--- src/rtl/hack_pkg.sv ---
// Shared types and sizes for the ROM boot loader.
// Holds the loader state encoding, the program-store geometry and small
// state-classification helpers.
package hack_pkg;

  localparam int unsigned ROM_DEPTH   = 4096;
  localparam int unsigned HACK_WORD_W = 16;
  localparam int unsigned HACK_ADDR_W = 15;
  localparam int unsigned BYTE_W      = 8;
  localparam int unsigned PTR_W       = 12;
  localparam int unsigned COUNT_W     = 13;
  localparam int unsigned LEN_W       = 16;

  typedef enum logic [2:0] {
    IDLE    = 3'd0,
    LEN_HI  = 3'd1,
    LEN_LO  = 3'd2,
    DATA_HI = 3'd3,
    DATA_LO = 3'd4,
    WRITE   = 3'd5,
    DONE    = 3'd6,
    ERROR   = 3'd7
  } boot_state_e;

  // States in which the loader takes a byte from the stream.
  function automatic logic takes_byte(boot_state_e s);
    return (s == LEN_HI) || (s == LEN_LO) || (s == DATA_HI) || (s == DATA_LO);
  endfunction

  // States that belong to an in-flight load.
  function automatic logic is_loading(boot_state_e s);
    return takes_byte(s) || (s == WRITE);
  endfunction

endpackage

--- src/rtl/rom_boot_loader_byte_pair_assembler.sv ---
// byte_pair_assembler: joins a high byte and a low byte into one 16-bit word.
// Ports:
//   clk, reset   system clock, synchronous active-high reset
//   byte_in      stream byte
//   take_hi      capture byte_in as the high byte
//   take_lo      capture byte_in as the low byte and complete the word
//   word         registered completed word
//   word_c       combinational {high byte, byte_in}, valid while take_lo is high
//   word_valid   one-cycle pulse the cycle after a word completes
module byte_pair_assembler
  import hack_pkg::*;
(
  input  logic                   clk,
  input  logic                   reset,
  input  logic [BYTE_W-1:0]      byte_in,
  input  logic                   take_hi,
  input  logic                   take_lo,
  output logic [HACK_WORD_W-1:0] word,
  output logic [HACK_WORD_W-1:0] word_c,
  output logic                   word_valid
);

  logic [BYTE_W-1:0] hi_byte;

  // The completed value is visible in the accepting cycle so the loader can
  // act on the length field without an extra cycle.
  assign word_c = {hi_byte, byte_in};

  always_ff @(posedge clk) begin
    if (reset) begin
      hi_byte    <= '0;
      word       <= '0;
      word_valid <= 1'b0;
    end else begin
      word_valid <= take_lo;
      if (take_hi) hi_byte <= byte_in;
      if (take_lo) word    <= word_c;
    end
  end

endmodule

--- src/rtl/rom_boot_loader.sv ---
// rom_boot_loader: loads the 4K x 16 program store from a byte stream.
// Stream: 16-bit big-endian length N, then N words high byte first.
// Holds the CPU in reset while loading and owns the ROM address port.
// Ports:
//   clk, reset            system clock, synchronous active-high reset
//   start                 one-cycle pulse, begins a load from IDLE/DONE/ERROR
//   in_data, in_valid     stream byte and its valid
//   in_ready              loader accepts a byte this cycle
//   cpu_pc                CPU instruction address
//   rom_address           pointer while busy, cpu_pc otherwise
//   rom_wdata, rom_we     assembled word and one-cycle write strobe
//   cpu_reset             CPU reset hold
//   busy, done, error     load status
//   word_count            words written in the current or last load
module rom_boot_loader
  import hack_pkg::*;
#(
  parameter int unsigned DEPTH     = ROM_DEPTH,
  parameter int unsigned ADDR_W    = HACK_ADDR_W,
  parameter int unsigned DATA_W    = HACK_WORD_W,
  parameter bit          BOOT_HOLD = 1'b1
) (
  input  logic               clk,
  input  logic               reset,
  input  logic               start,
  input  logic [BYTE_W-1:0]  in_data,
  input  logic               in_valid,
  output logic               in_ready,
  input  logic [ADDR_W-1:0]  cpu_pc,
  output logic [ADDR_W-1:0]  rom_address,
  output logic [DATA_W-1:0]  rom_wdata,
  output logic               rom_we,
  output logic               cpu_reset,
  output logic               busy,
  output logic               done,
  output logic               error,
  output logic [COUNT_W-1:0] word_count
);

  boot_state_e        state_q, state_d;
  logic [PTR_W-1:0]   pointer_q, pointer_d;
  logic [LEN_W-1:0]   length_q, length_d;
  logic [COUNT_W-1:0] count_q, count_d;

  logic in_ready_q, in_ready_d;
  logic busy_q, busy_d;
  logic done_q, done_d;
  logic error_q, error_d;
  logic cpu_reset_q, cpu_reset_d;
  logic we_q, we_d;

  logic                   accept;
  logic                   take_hi, take_lo;
  logic [HACK_WORD_W-1:0] word;
  logic [HACK_WORD_W-1:0] word_c;
  logic                   word_valid;

  assign accept = in_valid && in_ready_q;

  byte_pair_assembler u_asm (
    .clk        (clk),
    .reset      (reset),
    .byte_in    (in_data),
    .take_hi    (take_hi),
    .take_lo    (take_lo),
    .word       (word),
    .word_c     (word_c),
    .word_valid (word_valid)
  );

  // State and registered outputs.
  always_ff @(posedge clk) begin
    if (reset) begin
      state_q     <= IDLE;
      pointer_q   <= '0;
      length_q    <= '0;
      count_q     <= '0;
      in_ready_q  <= 1'b0;
      busy_q      <= 1'b0;
      done_q      <= 1'b0;
      error_q     <= 1'b0;
      cpu_reset_q <= BOOT_HOLD;
      we_q        <= 1'b0;
    end else begin
      state_q     <= state_d;
      pointer_q   <= pointer_d;
      length_q    <= length_d;
      count_q     <= count_d;
      in_ready_q  <= in_ready_d;
      busy_q      <= busy_d;
      done_q      <= done_d;
      error_q     <= error_d;
      cpu_reset_q <= cpu_reset_d;
      we_q        <= we_d;
    end
  end

  // Next state, datapath updates and output decode of the next state.
  always_comb begin
    state_d   = state_q;
    pointer_d = pointer_q;
    length_d  = length_q;
    count_d   = count_q;
    take_hi   = 1'b0;
    take_lo   = 1'b0;

    unique case (state_q)
      IDLE, DONE, ERROR: begin
        if (start) begin
          state_d   = LEN_HI;
          pointer_d = '0;
          count_d   = '0;
        end
      end
      LEN_HI: begin
        if (accept) begin
          take_hi = 1'b1;
          state_d = LEN_LO;
        end
      end
      LEN_LO: begin
        if (accept) begin
          take_lo  = 1'b1;
          length_d = word_c;
          if (word_c == '0)               state_d = DONE;
          else if (word_c > LEN_W'(DEPTH)) state_d = ERROR;
          else                            state_d = DATA_HI;
        end
      end
      DATA_HI: begin
        if (accept) begin
          take_hi = 1'b1;
          state_d = DATA_LO;
        end
      end
      DATA_LO: begin
        if (accept) begin
          take_lo = 1'b1;
          state_d = WRITE;
        end
      end
      WRITE: begin
        count_d = COUNT_W'(count_q + 1'b1);
        // Last word stops before the pointer would wrap at DEPTH.
        if (LEN_W'(pointer_q) == LEN_W'(length_q - 1'b1)) begin
          state_d = DONE;
        end else begin
          pointer_d = PTR_W'(pointer_q + 1'b1);
          state_d   = DATA_HI;
        end
      end
      default: state_d = IDLE;
    endcase

    in_ready_d = takes_byte(state_d);
    busy_d     = is_loading(state_d);
    done_d     = (state_d == DONE);
    error_d    = (state_d == ERROR);
    we_d       = (state_d == WRITE);
    if (state_d == IDLE)      cpu_reset_d = BOOT_HOLD;
    else if (state_d == DONE) cpu_reset_d = 1'b0;
    else                      cpu_reset_d = 1'b1;
  end

  // Address mux: loader pointer while loading, CPU PC otherwise.
  assign rom_address = busy_q ? ADDR_W'(pointer_q) : cpu_pc;
  assign rom_wdata   = DATA_W'(word);
  assign rom_we      = we_q && word_valid;
  assign in_ready    = in_ready_q;
  assign busy        = busy_q;
  assign done        = done_q;
  assign error       = error_q;
  assign cpu_reset   = cpu_reset_q;
  assign word_count  = count_q;

endmodule

--- config.mk ---
export PLATFORM = sky130hd
export DESIGN_NAME = rom_boot_loader
export DESIGN_NICKNAME = d
export VERILOG_FILES = /design/src/rtl/hack_pkg.sv /design/src/rtl/rom_boot_loader_byte_pair_assembler.sv /design/src/rtl/rom_boot_loader.sv
export SDC_FILE = /design/constraint.sdc
export NUM_CORES = 1
export LEC_CHECK = 0
export ABC_AREA = 1
export CAP_MARGIN = 0
export CORE_MARGIN = 5
export CORE_UTILIZATION = 56
export DETAILED_ROUTE_END_ITERATION = 16
export PLACE_DENSITY = 0.85
export SLEW_MARGIN = 20
export SYNTH_ARGS = -nofsm -noshare
export SYNTH_HDL_FRONTEND = slang
export SYNTH_SLANG_ARGS = --single-unit
--- constraint.sdc ---
create_clock -name clk -period 4.1 [get_ports clk]
set_input_delay 0.82 -clock clk [delete_from_list [all_inputs] [get_ports clk]]
set_output_delay 0.82 -clock clk [all_outputs]
set_load 0.005 [all_outputs]
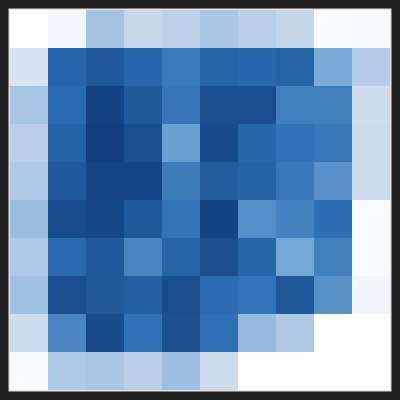
Run 1: cell density map
Drawn at 4 px/um. The die is cut into 10 by 10 equal tiles; white is low, dark blue is high, 0 to 100% covered.
densest ninth of the die	center
fullest tile	94%
nearly empty tiles	7.0%

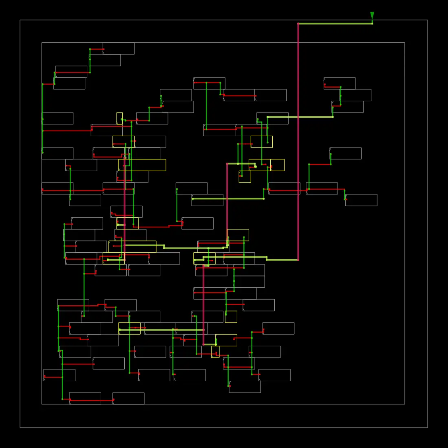
Run 1: the clock network
final-layout clock buffer total: 10
Inserted Clock Buffers: 9
clk latency late pin: 0.34 ns
Layout Skew: 0.008395 ns
clock net sink count: 75

==> flow_metrics.py, run 1 <==
# Physical implementation metrics
metrics = {
    "die": {
        "fp-row-count": 31,
        "die.size.y_um": 95.03,
        "dieArea_um2": 9031,
        "initCoreUtil_pct": 56.73,
        "coreArea_um2": 7137,
        "i_o_pins": 77,
    },
    "synth": {
        "synth_seq_share_pct": 37.08,
        "cell_type_count": 35,
        "syn_area_um2": 4049,
        "ys_seq_elements": 75,
        "netlist_top_cells_count": "133 x sky130_fd_sc_hd__nand2_1, 84 x sky130_fd_sc_hd__nor2_1, 82 x sky130_fd_sc_hd__inv_1",
        "synth_area_per_cell_um2": 6.562,
        "yosys_most_used_dff": "sky130_fd_sc_hd__dfxtp_1",
        "ys_chip_area_um2": 4049,
        "most_area_hungry_cell_type_in_the_yosys_netlist": "sky130_fd_sc_hd__dfxtp_1",
        "yosys_cells": 617,
        "yosysWarnings": 0,
        "synth_nets": 647,
        "synth_async_sr_flop_share_pct": 0,
        "top_cells_by_area": "sky130_fd_sc_hd__dfxtp_1 37%, sky130_fd_sc_hd__nand2_1 12%, sky130_fd_sc_hd__a21oi_1 8.2%",
    },
    "cells_and_area": {
        "fin_util_pct": 71.51,
        "fraction_of_layout_cells_with_a_size_suffix_above_1_pct": 7.040,
        "area_of_the_multi_input_gates_um2": 2156,
        "signal_buffer_area_fraction_pct": 15.35,
        "sh_seq_area_pct": 29.42,
        "buffers_excl_clock": 79,
        "flop_area_um2": 1501,
        "non_clock_inverter_count": 86,
        "antenna_cells_inserted": 0,
        "final_layout_top_logic_cells": "133 x sky130_fd_sc_hd__nand2_1, 84 x sky130_fd_sc_hd__nor2_1, 82 x sky130_fd_sc_hd__inv_1",
        "layout.nets": 721,
        "num-fill-cells": 601,
        "flops": 75,
        "largest_class": "logic gates",
        "multiInputCombCellCount": 440,
        "clockNetworkAreaShare_pct": 4.241,
        "finalInstanceArea_um2": 5104,
        "area_growth_pct": 26.05,
    },
    "detailed_routing": {
        "met3_length_um": 750,
        "drc_errors": 0,
        "drtPass1Iterations": 4,
        "routed_via_density": 5.372,
        "post_drt_wl_per_cell_um": 13.76,
        "ant_nets": 0,
        "routed-via-count": 4271,
        "met2_wirelength_um": 5243,
        "detailed_route_iter0_violations": 306,
        "routedLengthMet1_um": 4742,
    },
    "clock_network": {
        "cts_hold_repair.buffers": 0,
        "cts.reportedPaths.clkPinSlew_ns": 0.08,
        "cts-resized-gates": 0,
        "postCtsSetupBuffers": 0,
        "tritoncts": "done",
        "clock_path_buffers": 2,
        "clockRootBuffer": "sky130_fd_sc_hd__clkbuf_8",
    },
    "pwr": {
        "comb_power_share_pct": 13.2,
        "seq_power_share_pct": 47.7,
        "power.leakage_nw": 2.126,
        "power_clock_w": 0.000624,
        "net-switching-power_w": 0.0004085,
        "swShare_pct": 25.61,
        "power_combinational_w": 0.000210,
        "power_per_cell_area_nw_per_um2": 312.5,
        "dominant_power_group": "sequential cells",
        "cell_internal_pwr_w": 0.001186,
        "clock_power_share_pct": 39.1,
    },
    "final_timing": {
        "grt_setup_unrepaired": "no",
        "timing.final.ws_setup_ns": 1.143,
        "totalNegativeSetupSlack_ns": 0,
        "finalClockPeriodUsage_pct": 72.13,
        "hold_viol": 0,
        "tightestPinTransition_ns": 0.8889,
        "clock.fmax_mhz": 338.2,
        "setup_viol": 0,
        "timing.hold.ws_ns": 0.4718,
        "total_count_of_max_transition_violations_in_the_final_report": 0,
        "final.min_clock_period_ns": 2.957,
    },
    "grt": {
        "grt.overflow.total": 0,
        "maximum_number_of_pins_on_one_net_before_global_route_repair": 43,
        "grt_use_met1_pct": 32.25,
        "antenna_violations_before_repair": 0,
        "grt_busiest_layer": "met2",
        "number_of_global_route_vias_before_repair": 3939,
        "grt_first_pass_wirelength_um": 18010,
        "groute.layer.met3.usage_pct": 3.867,
        "gr-usage-all-layers_pct": 25.01,
    },
    "status": {
        "outcome": "complete, no violations",
    },
    "critical_path": {
        "critical_path.reg2reg.startpoint": "length_q[0]$_SDFFE_PP0P_",
        "cp-end-kind": "output pin",
        "critical_path.slowest_cell": "sky130_fd_sc_hd__dfxtp_1",
        "path_buffers": 1,
        "ff2ff_setup_slack_ns": 1.69,
        "cp.required_ns": 3.28,
        "worstPathArrival_ns": 2.14,
        "critPathCapture": "rom_address[11]",
        "rr_endpoint": "pointer_q[8]$_SDFFE_PP0P_",
        "crit_chain": "mux2_2 -> clkdlybuf4s50_1",
        "worstSetupPathType": "reg -> out",
        "cp_max_fo": 26,
        "critical_path_depth": 2,
        "startpoint_of_the_most_critical_setup_path": "busy$_SDFF_PP0_",
        "reg2regPathDepth": 16,
        "slowest_delay_ns": 0.91,
    },
    "place": {
        "post_dp_cell_area_um2": 4887,
        "place.port_buffers": 76,
        "post-dp-hpwl_um": 8152,
        "place_worst_setup_slack_ns": 0.9245,
    },
    "min_path": {
        "worstHoldPathCells": 2,
        "worst_hold_path.endpoint": "length_q[15]$_SDFFE_PP0P_",
        "hold_path_class": "reg -> reg",
    },
    "job": {
        "stage_log_warnings": 26,
        "max_cap_violations": 0,
    },
}
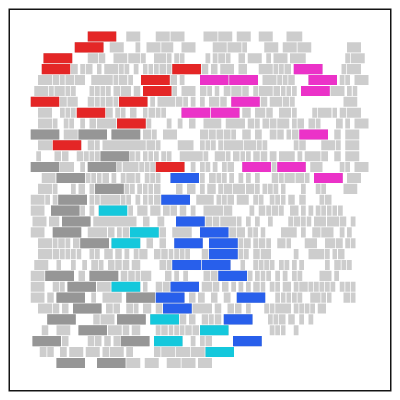
Run 1: sequential cells grouped by signal name
Drawn at 4 px/um. Other sequential cells in the stronger gray, the rest of the logic in the fainter gray.
name in the netlist	color	sequential cells
length_q	blue	16
word_count	red	13
u_asm.hi_byte	cyan	8
pointer_q	magenta	12

==> run 1: state kept, by name (all words and copies together), names as in the netlist, 3 cells and up <==
signal and cells:
u_asm.hi_byte 8, u_asm.word 16, length_q 16, state_q 3, pointer_q 12, word_count 13
==> run 1: per-stage QoR <==
stage / power, W / std cells
after global placement: 0.0009777 / 779
after CTS: 0.001596 / 795
after floorplan: 0.0008861 / 617
final: 0.001595 / 795
after detailed placement: 0.0009844 / 779
after global routing: 0.001657 / 795
==> run 1: kinds of logic after synthesis <==
kind of cell / after synthesis / synth area share, %
fa+ha+maj: 3 / 0.9272
buf+inv: 102 / 9.672
simple gates: 296 / 32.23
compound gates: 129 / 17.37
mux: 2 / 0.5562
xor+xnor: 10 / 2.163
flops: 75 / 37.08
Run 1, signal wires by layer:
Drawn at 4 px/um.
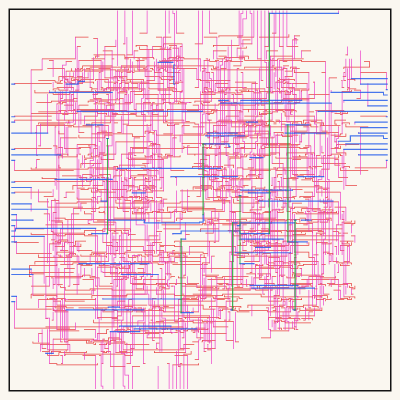

==> inputs of run 2 (changes only) <==
--- a/config.mk
+++ b/config.mk
@@ -8,9 +8,9 @@
 export ABC_AREA = 1
 export CAP_MARGIN = 0
 export CORE_MARGIN = 5
-export CORE_UTILIZATION = 56
+export CORE_UTILIZATION = 47
 export DETAILED_ROUTE_END_ITERATION = 16
-export PLACE_DENSITY = 0.85
+export PLACE_DENSITY = 0.76
 export SLEW_MARGIN = 20
 export SYNTH_ARGS = -nofsm -noshare
 export SYNTH_HDL_FRONTEND = slang
==> constraint.sdc (replaced) <==
create_clock -name clk -period 2.6 [get_ports clk]
set_input_delay 0.52 -clock clk [delete_from_list [all_inputs] [get_ports clk]]
set_output_delay 0.52 -clock clk [all_outputs]
set_load 0.005 [all_outputs]
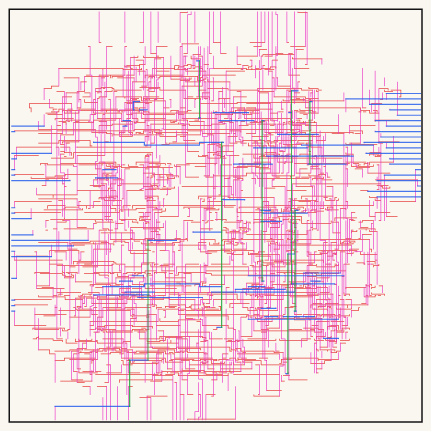
Run 2: signal wires by layer
Drawn at 4 px/um.
layer	color	wire length
met1	red	4,690 um
met3	blue	705 um
met2	magenta	5,110 um
met4	green	261 um

==> run 2 against run 1 <==
Against the previous run: cell area up 1.4%; routed wire length down 1.6%; sequential cell count unchanged; sequential power up 56%; combinational power up 67%; die size up 17%; global-route usage down 4.4 points; sequential share of layout area down 0.42 points; clock power up 62%; synthesized area unchanged; power up 60%; via count down 1.3%; largest cell class unchanged; largest power group unchanged; highest routed layer unchanged.
==> flow_metrics.py, run 2 <==
# Physical implementation metrics
metrics = {
    "critical_path": {
        "critPathCapture": "pointer_q[6]$_SDFFE_PP0P_",
        "cp-end-kind": "flip-flop",
        "reg2regPathDepth": 16,
        "worstPathArrival_ns": 2.57,
        "cp.required_ns": 2.83,
        "rr_endpoint": "pointer_q[6]$_SDFFE_PP0P_",
        "cp_max_fo": 11,
        "critical_path.reg2reg.startpoint": "length_q[0]$_SDFFE_PP0P_",
        "slowest_delay_ns": 0.31,
    },
    "pwr": {
        "dominant_power_group": "sequential cells",
        "cell_internal_pwr_w": 0.001925,
        "swShare_pct": 24.37,
        "clock_power_share_pct": 39.6,
        "power_clock_w": 0.00101,
        "net-switching-power_w": 0.0006202,
        "comb_power_share_pct": 13.8,
    },
    "final_timing": {
        "clock.fmax_mhz": 428.2,
        "timing.clock.skew_ns": 0.01451,
        "final.min_clock_period_ns": 2.336,
        "timing.hold.ws_ns": 0.4709,
        "tightestPinTransition_ns": 0.6146,
        "setup_viol": 0,
    },
    "min_path": {
        "worst_hold_path.endpoint": "u_asm.word[14]$_SDFFE_PP0P_",
        "worstHoldPathCells": 2,
        "hold_path_class": "reg -> reg",
    },
    "clock_network": {
        "tritoncts": "done",
        "cts.reportedPaths.clkPinSlew_ns": 0.08,
        "clock_latency_ns": 0.34,
        "clock_path_buffers": 2,
    },
    "cells_and_area": {
        "final_layout_top_logic_cells": "133 x sky130_fd_sc_hd__nand2_1, 84 x sky130_fd_sc_hd__nor2_1, 82 x sky130_fd_sc_hd__inv_1",
        "flop_area_um2": 1501,
        "num-fill-cells": 764,
        "fin_util_pct": 62.39,
        "clockNetworkAreaShare_pct": 4.350,
        "largest_class": "logic gates",
        "sh_seq_area_pct": 29.00,
        "buffers_excl_clock": 85,
        "area_of_the_multi_input_gates_um2": 2156,
        "area_growth_pct": 27.87,
        "layout.nets": 727,
        "antenna_cells_inserted": 0,
        "final_cells": 806,
        "non_clock_inverter_count": 86,
        "flops": 75,
    },
    "grt": {
        "maximum_number_of_pins_on_one_net_before_global_route_repair": 37,
        "antenna_violations_before_repair": 0,
        "grt.overflow.total": 0,
        "gr-usage-all-layers_pct": 20.57,
        "groute.layer.met3.usage_pct": 4.060,
    },
    "place": {
        "place.port_buffers": 76,
        "place_worst_setup_slack_ns": 0.2448,
        "placed_cells": 791,
    },
    "synth": {
        "yosys_most_used_dff": "sky130_fd_sc_hd__dfxtp_1",
        "cell_type_count": 35,
        "synth_nets": 647,
        "top_cells_by_area": "sky130_fd_sc_hd__dfxtp_1 37%, sky130_fd_sc_hd__nand2_1 12%, sky130_fd_sc_hd__a21oi_1 8.2%",
    },
    "die": {
        "die.size.y_um": 102.8,
        "fp-row-count": 33,
        "coreArea_um2": 8299,
        "initCoreUtil_pct": 48.79,
        "i_o_pins": 77,
    },
    "detailed_routing": {
        "post_drt_wl_per_cell_um": 13.36,
        "routed-via-count": 4215,
        "ant_nets": 0,
        "met2_wirelength_um": 5112,
        "drc_errors": 0,
        "detailed_route_iter0_violations": 187,
    },
    "job": {
        "max_cap_violations": 0,
    },
    "status": {
        "outcome": "complete, no violations",
    },
}
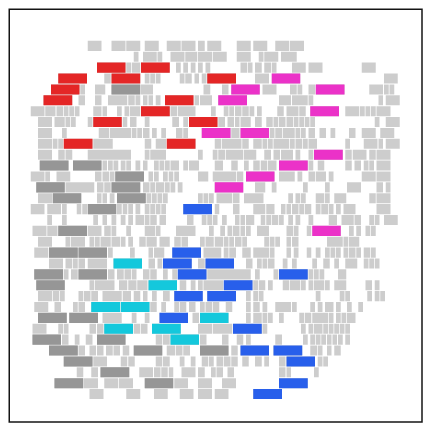
Run 2: sequential cells grouped by signal name
Drawn at 4 px/um. Other sequential cells in the stronger gray, the rest of the logic in the fainter gray.
name in the netlist	color	sequential cells
word_count	red	13
length_q	blue	16
u_asm.hi_byte	cyan	8
pointer_q	magenta	12
not colored	26

-- run 2: netlist changes by cell type in the layout (fill, tap and decap cells not counted) --
cell                         previous run  this run
sky130_fd_sc_hd__clkinvlp_4             2         0
sky130_fd_sc_hd__clkbuf_8               9        11
sky130_fd_sc_hd__inv_6                  1         0
sky130_fd_sc_hd__buf_12                 0         1
sky130_fd_sc_hd__clkbuf_1               1         0
sky130_fd_sc_hd__buf_4                  3         8
sky130_fd_sc_hd__clkinv_4               0         1
-- run 2: cells by family after synthesis --
kind of cell	after synthesis	synth area share (%)
adder cells (fa/ha/maj)	3	0.9272
buffers and inverters	102	9.672
flip-flops	75	37.08
multiplexers	2	0.5562
AND/OR/NAND/NOR	296	32.23
XOR/XNOR	10	2.163
AND-OR/OR-AND	129	17.37
Power is estimated from default activity; no workload was simulated.
